### Sequential cells grouped by signal name

The bar under the picture is 20 um long. Other cells in gray.
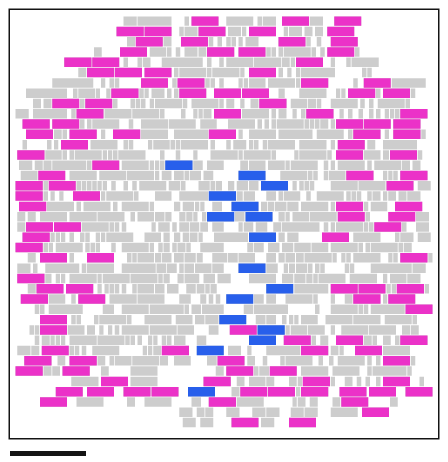
### Placement by cell class

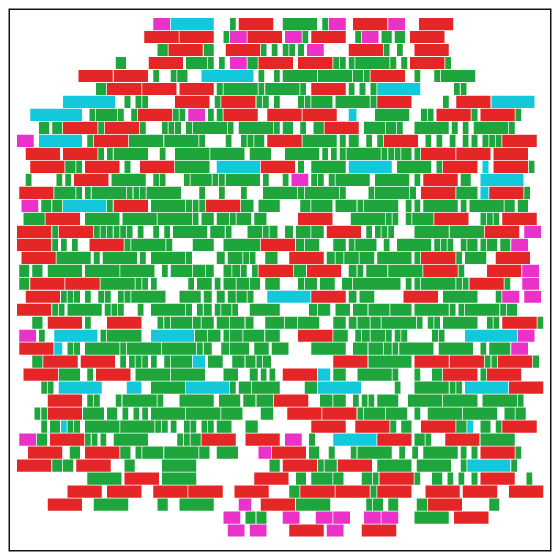
### Wire density map

The bar under the picture is 20 um long. 23 x 23 tiles, from dark blue (low) to red (high), scaled to the fullest tile. Values are wire area over tile area, all layers added.
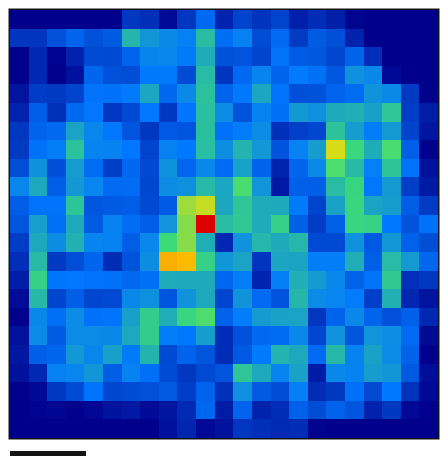
### Signal wires by layer

The bar under the picture is 20 um long.
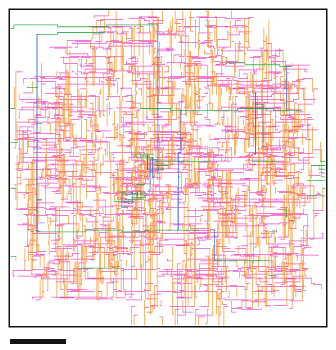
### Congestion heat map

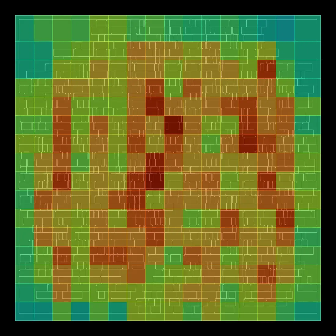
**src/rtl/fir_pkg.sv**
```systemverilog
// fir_pkg: shared constants and types for the 8-tap fixed-coefficient FIR.
//   TAPS / DW / CW  : tap count, sample width, coefficient width (Q1.15)
//   ACC_W           : exact MAC width, DW + CW + log2(TAPS)
//   FIR_COEFFS      : symmetric low-pass table, DC gain 30720/32768
//   sample_t        : signed audio sample
package fir_pkg;

    localparam int TAPS  = 8;
    localparam int DW    = 16;
    localparam int CW    = 16;
    localparam int ACC_W = DW + CW + $clog2(TAPS);

    typedef logic signed [DW-1:0] sample_t;
    typedef logic signed [CW-1:0] coeff_t;

    localparam coeff_t FIR_COEFFS [TAPS] = '{
        16'sd1024, 16'sd2048, 16'sd4096, 16'sd8192,
        16'sd8192, 16'sd4096, 16'sd2048, 16'sd1024
    };

endpackage

```
**src/rtl/fir_round_sat.sv**
```systemverilog
// fir_round_sat: combinational round-half-up and saturate of the MAC result.
//   acc    : ACC_W-bit signed accumulator (Q.15 scaled)
//   sample : DW-bit signed result, (acc + 2^14) >>> 15 clamped to DW bits
module fir_round_sat
    import fir_pkg::*;
#(
    parameter int AW  = fir_pkg::ACC_W,
    parameter int OW  = fir_pkg::DW
) (
    input  logic [AW-1:0] acc,
    output logic [OW-1:0] sample
);

    localparam logic signed [AW-1:0] HALF_LSB = {{(AW-15){1'b0}}, 1'b1, 14'b0};
    localparam logic signed [AW-1:0] MAX_S    = {{(AW-OW+1){1'b0}}, {(OW-1){1'b1}}};
    localparam logic signed [AW-1:0] MIN_S    = {{(AW-OW+1){1'b1}}, {(OW-1){1'b0}}};

    logic signed [AW-1:0] rounded_s;
    logic signed [AW-1:0] shifted_s;

    // round half up, then clamp into the output sample range
    always_comb begin
        rounded_s = $signed(acc) + HALF_LSB;
        shifted_s = rounded_s >>> 15;
        if (shifted_s > MAX_S) begin
            sample = MAX_S[OW-1:0];
        end else if (shifted_s < MIN_S) begin
            sample = MIN_S[OW-1:0];
        end else begin
            sample = shifted_s[OW-1:0];
        end
    end

endmodule

```
**src/rtl/fir.sv**
```systemverilog
// fir: 8-tap fixed-coefficient low-pass FIR, one sample per clock, no stalls.
//   clk      : rising-edge clock
//   reset    : synchronous active-high; clears the delay line and output
//   data_in  : signed input sample, captured every edge
//   data_out : signed filtered sample, registered
module fir
    import fir_pkg::*;
#(
    parameter int TAPS = fir_pkg::TAPS,
    parameter int DW   = fir_pkg::DW,
    parameter int CW   = fir_pkg::CW
) (
    input  logic          clk,
    input  logic          reset,
    input  logic [DW-1:0] data_in,
    output logic [DW-1:0] data_out
);

    localparam int PW = DW + CW;
    localparam int AW = DW + CW + $clog2(TAPS);

    logic [DW-1:0] x_r [TAPS];
    logic [PW-1:0] prod_s [TAPS];
    logic [AW-1:0] ext_s [TAPS];
    logic [AW-1:0] acc_s;
    logic [DW-1:0] rs_sample_s;
    logic [DW-1:0] data_out_r;

    // per-tap products: operands sign-extended to full product width so the
    // low PW bits are the exact signed product
    for (genvar k = 0; k < TAPS; k++) begin : g_tap
        logic signed [PW-1:0] xe_s;
        logic signed [PW-1:0] ce_s;
        assign xe_s      = {{(PW-DW){x_r[k][DW-1]}}, x_r[k]};
        assign ce_s      = {{(PW-CW){FIR_COEFFS[k][CW-1]}}, FIR_COEFFS[k]};
        assign prod_s[k] = xe_s * ce_s;
        assign ext_s[k]  = {{(AW-PW){prod_s[k][PW-1]}}, prod_s[k]};
    end

    // single-cycle adder tree over the pre-edge delay line
    always_comb begin
        acc_s = {AW{1'b0}};
        for (int k = 0; k < TAPS; k++) begin
            acc_s = acc_s + ext_s[k];
        end
    end

    fir_round_sat #(
        .AW (AW),
        .OW (DW)
    ) u_round_sat (
        .acc    (acc_s),
        .sample (rs_sample_s)
    );

    // delay line: newest sample at x_r[0]
    always_ff @(posedge clk) begin
        if (reset) begin
            for (int k = 0; k < TAPS; k++) begin
                x_r[k] <= {DW{1'b0}};
            end
        end else begin
            x_r[0] <= data_in;
            for (int k = 1; k < TAPS; k++) begin
                x_r[k] <= x_r[k-1];
            end
        end
    end

    // output register
    always_ff @(posedge clk) begin
        if (reset) begin
            data_out_r <= {DW{1'b0}};
        end else begin
            data_out_r <= rs_sample_s;
        end
    end

    assign data_out = data_out_r;

endmodule

```
**config.mk**
```make
export PLATFORM = sky130hd
export DESIGN_NAME = fir
export DESIGN_NICKNAME = d
export VERILOG_FILES = /design/src/rtl/fir_pkg.sv /design/src/rtl/fir_round_sat.sv /design/src/rtl/fir.sv
export SDC_FILE = /design/constraint.sdc
export NUM_CORES = 1
export LEC_CHECK = 0
export CAP_MARGIN = 20
export CORE_UTILIZATION = 63
export CTS_BUF_LIST = sky130_fd_sc_hd__clkbuf_16
export CTS_CLUSTER_SIZE = 8
export DETAILED_ROUTE_END_ITERATION = 16
export PLACE_DENSITY = 0.82
export SYNTH_ARGS = -nofsm -noshare
export SYNTH_HDL_FRONTEND = slang
export SYNTH_SLANG_ARGS = --single-unit
```
**constraint.sdc**
```tcl
create_clock -name clk -period 7.4 [get_ports clk]
set_clock_uncertainty 0.2 [all_clocks]
set_input_delay 1.11 -clock clk [delete_from_list [all_inputs] [get_ports clk]]
set_output_delay 1.11 -clock clk [all_outputs]
set_load 0.1 [all_outputs]
```
==> qor_table.md <==
| Parameter | This run | Unit |
| --- | --- | --- |
| Status | finished, final reports clean | - |
| Startpoint kind of the worst setup timing path | register | - |
| Critical path class | reg2reg | - |
| Die area | 0.0128 | sq mm |
| Hold-fix buffers at CTS | 0 | - |
| Leading area contributor after synthesis | dfxtp_1 | - |
| GPL Wtd Cong | 0.899 | - |
| Count of different cell masters after synthesis | 50 | - |
| Hold slack | 258 | ps |
| Final routed DRC violation total | 0 | - |
| GR Overflow Total | 0 | - |
| Via density per instance | 4.85 | - |
| Synth Seq Share | 0.371 | - |
| Area delta synth->final | 13.4 | % |
| Die Span Y | 113 | um |
| Post-CTS sizing | 0 | - |
| Maximum single-stage delay on the critical path | 600 | ps |
| Synthesized-area fraction occupied by ao, oa, aoi and oai cells | 0.0607 | - |
| Number of post-CTS setup repair buffers | 0 | - |
| Worst Max-Slew Pin Slew | 1010 | ps |
| Total Neg Setup Slack | 0 | ps |
| Clock tree root driver cell | clkbuf_16 | - |
| Yosys stat chip area | 0.00778 | sq mm |
| Number of max-cap violations | 0 | - |
| First-pass GRT wire length | 23000 | um |
| Setup repair after global routing missed its margin | false | - |
| Count of synthesis-stage warnings from yosys | 0 | - |
| Kind of end point of the critical path | register | - |
| Drt first pass iters | 5 | - |
| Leak | 4.08 | nW |
| Count of nets left with antenna violations after detail routing | 0 | - |
| Mapped Cells | 773 | - |
| Registers, synthesis | 144 | - |
| Biggest area contributors in the synthesized netlist | dfxtp_1, fa_1, inv_1 | - |
| Ports placed on the boundary | 34 | - |
| Fmax | 196 | MHz |
| Remaining max-slew budget at the tightest pin | 0.327 | - |
| TritonCTS buffer count | 17 | - |
| H-tree depth reported by CTS | 4 | - |
| Floorplan utilization | 0.647 | - |
| Pin count of the biggest net entering global routing | 70 | - |
| Layout fillers | 826 | - |
| Clock Path Buffers | 2 | - |
| Starting DRT DRC Count | 273 | - |
| Area of placed instances | 0.00822 | sq mm |
| Total number of warnings across the stage logs | 26 | - |
| Power density normalized to cell area | 251 | mW/mm^2 |
| TritonCTS clock tree | yes | - |
| Final critical-path required period | 5100 | ps |
| Cell area after technology mapping | 0.00778 | sq mm |
| Largest fanout of any net on the critical path | 15 | - |
| Synth Area per Inst | 10.1 | sq um |
| Series of cell instances along the critical path | fa_1, inv_1, fa_1, inv_1, fa_1, inv_1, fa_1, inv_1, ha_1, nand3_1, a21oi_1, nor2_1, a31o_1, a31oi_4, nand4bb_1, nand3_2, o21a_1 | - |
| Most used DFF post-synth | dfxtp_1 | - |
| Overall die width | 113 | um |
| Clock insertion delay at the later pin of the skew report | 430 | ps |
| Count of library flops with an enable pin | 0 | - |
| Hold/Removal Path Class | reg2reg | - |
| Final Max Slew Viols | 0 | - |
| Cell with the largest stage delay on the worst path | fa_1 | - |
| Arr. time, crit path | 5210 | ps |
| Post-synthesis cell type with the largest instance count | inv_1 | - |
| Post-CTS clock slew at the launch and capture registers of the worst setup and hold paths | 60 | ps |
| Most numerous cell types in the synthesized netlist | inv_1, dfxtp_1, fa_1 | - |
| Adders+Majority by Area | 0.315 | - |
| Number of standard cells reported by yosys | 773 | - |
| Final-stage net count | 963 | - |
| XOR/XNOR share of the synthesized area | 0.0179 | - |
| Dominant cell area share | 0.371 | - |
| Syn nets | 926 | - |
| Post-DP HPWL | 9930 | um |
| Antenna violations before repair | 0 | - |
| Final setup violation count | 0 | - |
Notes on 'Sequential cells grouped by signal name' above:
- magenta: x_r (flops 128; where all over the die)
- blue: data_out (flops 16)
combined flip-flop and latch cell area: 0.00288 sq mm
fraction of area in registers: 0.327
sequential cell power: 0.000834 W

Notes on 'Placement by cell class' above:
- green: combinational and other logic (cells 613)
- magenta: remaining buffers and delay cells (cells 34)
- cyan: clock drivers and dummy loads (cells 30)
- red: sequential cells (cells 144)
final instance area: 0.00882 sq mm
area of the core: 0.0120 sq mm
Layout Utilization: 0.734
row count: 40

Notes on 'Wire density map' above:
- densest ninth of the die: center
- nearly empty tiles: 10%
- tiles over half the peak: 2.3%
vias: 4696
Routed wire per std cell: 13.7 um
routed wire length: 13300 um
global-route usage over all layers: 0.239

Notes on 'Signal wires by layer' above:
- blue: metal 4 (wire length 264 um)
- orange: metal 2 (wire length 7140 um)
- magenta: metal 1 (wire length 5490 um)
- green: metal 3 (wire length 401 um)

Notes on 'Congestion heat map' above:
Most Crowded Layer GR: met2
global-route track usage on met2: 0.442

-- layer usage --
layer / up-vias / GRT usage / part of all wire
met2: 79 / 0.442 / 0.54
li1: 2313 / - / -
met3: 30 / 0.0605 / 0.030
met5: - / 0 / 0
met1: 2274 / 0.265 / 0.41
met4: 0 / 0.0868 / 0.020
-- per-stage QoR --
| step | worst slack (ps) | utilization | power [W] | std cells |
|---|---|---|---|---|
| final | 2300 | 0.734 | 0.00221 | 968 |
| after global routing | 2010 | 0.734 | 0.00230 | 968 |
| after CTS | 2340 | 0.734 | 0.00223 | 968 |
| after detailed placement | 2360 | 0.684 | 0.00135 | 938 |
| after global placement | 2530 | 0.684 | 0.00134 | 938 |
| after floorplan | 2610 | - | 0.00124 | 773 |
-- worst paths after layout --
path              startpoint     endpoint  slack, ps  cells after the start
setup / recovery  x_r[7][15]  data_out[8]       2300                     17
hold / removal     x_r[0][0]    x_r[1][0]        260                      1
setup reg to reg  x_r[7][15]  data_out[8]       2300                     17
hold reg to reg    x_r[0][0]    x_r[1][0]        260                      1
-- cell type report --
class	instances	area, sq um	share of cell area
sequential	144	2880	0.327
clock inverter	13	170	0.0193
clock buffer	17	425	0.0483
tap	147	184	0.0209
timing repair buffer	34	335	0.0380
multi-input combinational	382	3950	0.448
inverter	231	867	0.0984
-- registers in the layout, indices dropped and copies added (netlist names) --
| name | count |
|---|---|
| x_r | 128 |
| data_out | 16 |
-- critical path: cells and delay by family (launching register included) --
kind | cells | cell delay, ps
AOI/OAI and AO/OA | 4 | 860
adders and majority gates | 5 | 2580
and+or+nand+nor | 4 | 740
buffers and inverters | 4 | 260
DFF | 1 | 330
-- where the power goes --
group | switching [W] | internal (W) | leakage (nW)
combinational | 0.000344 | 0.000159 | 2.62
clock | 0.000320 | 0.000554 | 0.287
sequential | 0.0000196 | 0.000814 | 1.17
-- placed cells by master, fill, tap and decap left out, types with 3 or more instances in the layout --
| cell | instances |
|---|---|
| a21o_1 | 4 |
| a21o_2 | 3 |
| a21oi_1 | 11 |
| bufinv_16 | 4 |
| clkbuf_16 | 17 |
| clkdlybuf4s50_1 | 32 |
| clkinv_1 | 3 |
| clkinv_2 | 3 |
| dfxtp_1 | 144 |
| fa_1 | 101 |
| ha_1 | 34 |
| inv_1 | 231 |
| nand2_1 | 7 |
| nand3_1 | 7 |
| nor2_1 | 79 |
| nor2b_1 | 63 |
| nor3_1 | 4 |
| o21a_1 | 16 |
| xnor2_1 | 10 |
| xor2_1 | 4 |
-- logic make-up (layout without fill, tap and decap cells) --
kind of cell	after synthesis	after routing
AND-OR/OR-AND	58	58
XOR/XNOR	15	15
adder cells (fa/ha/maj)	135	135
flip-flops	144	144
buffers and inverters	247	295
AND/OR/NAND/NOR	174	174
No activity file was given, so power comes from the tool's default toggle rates.
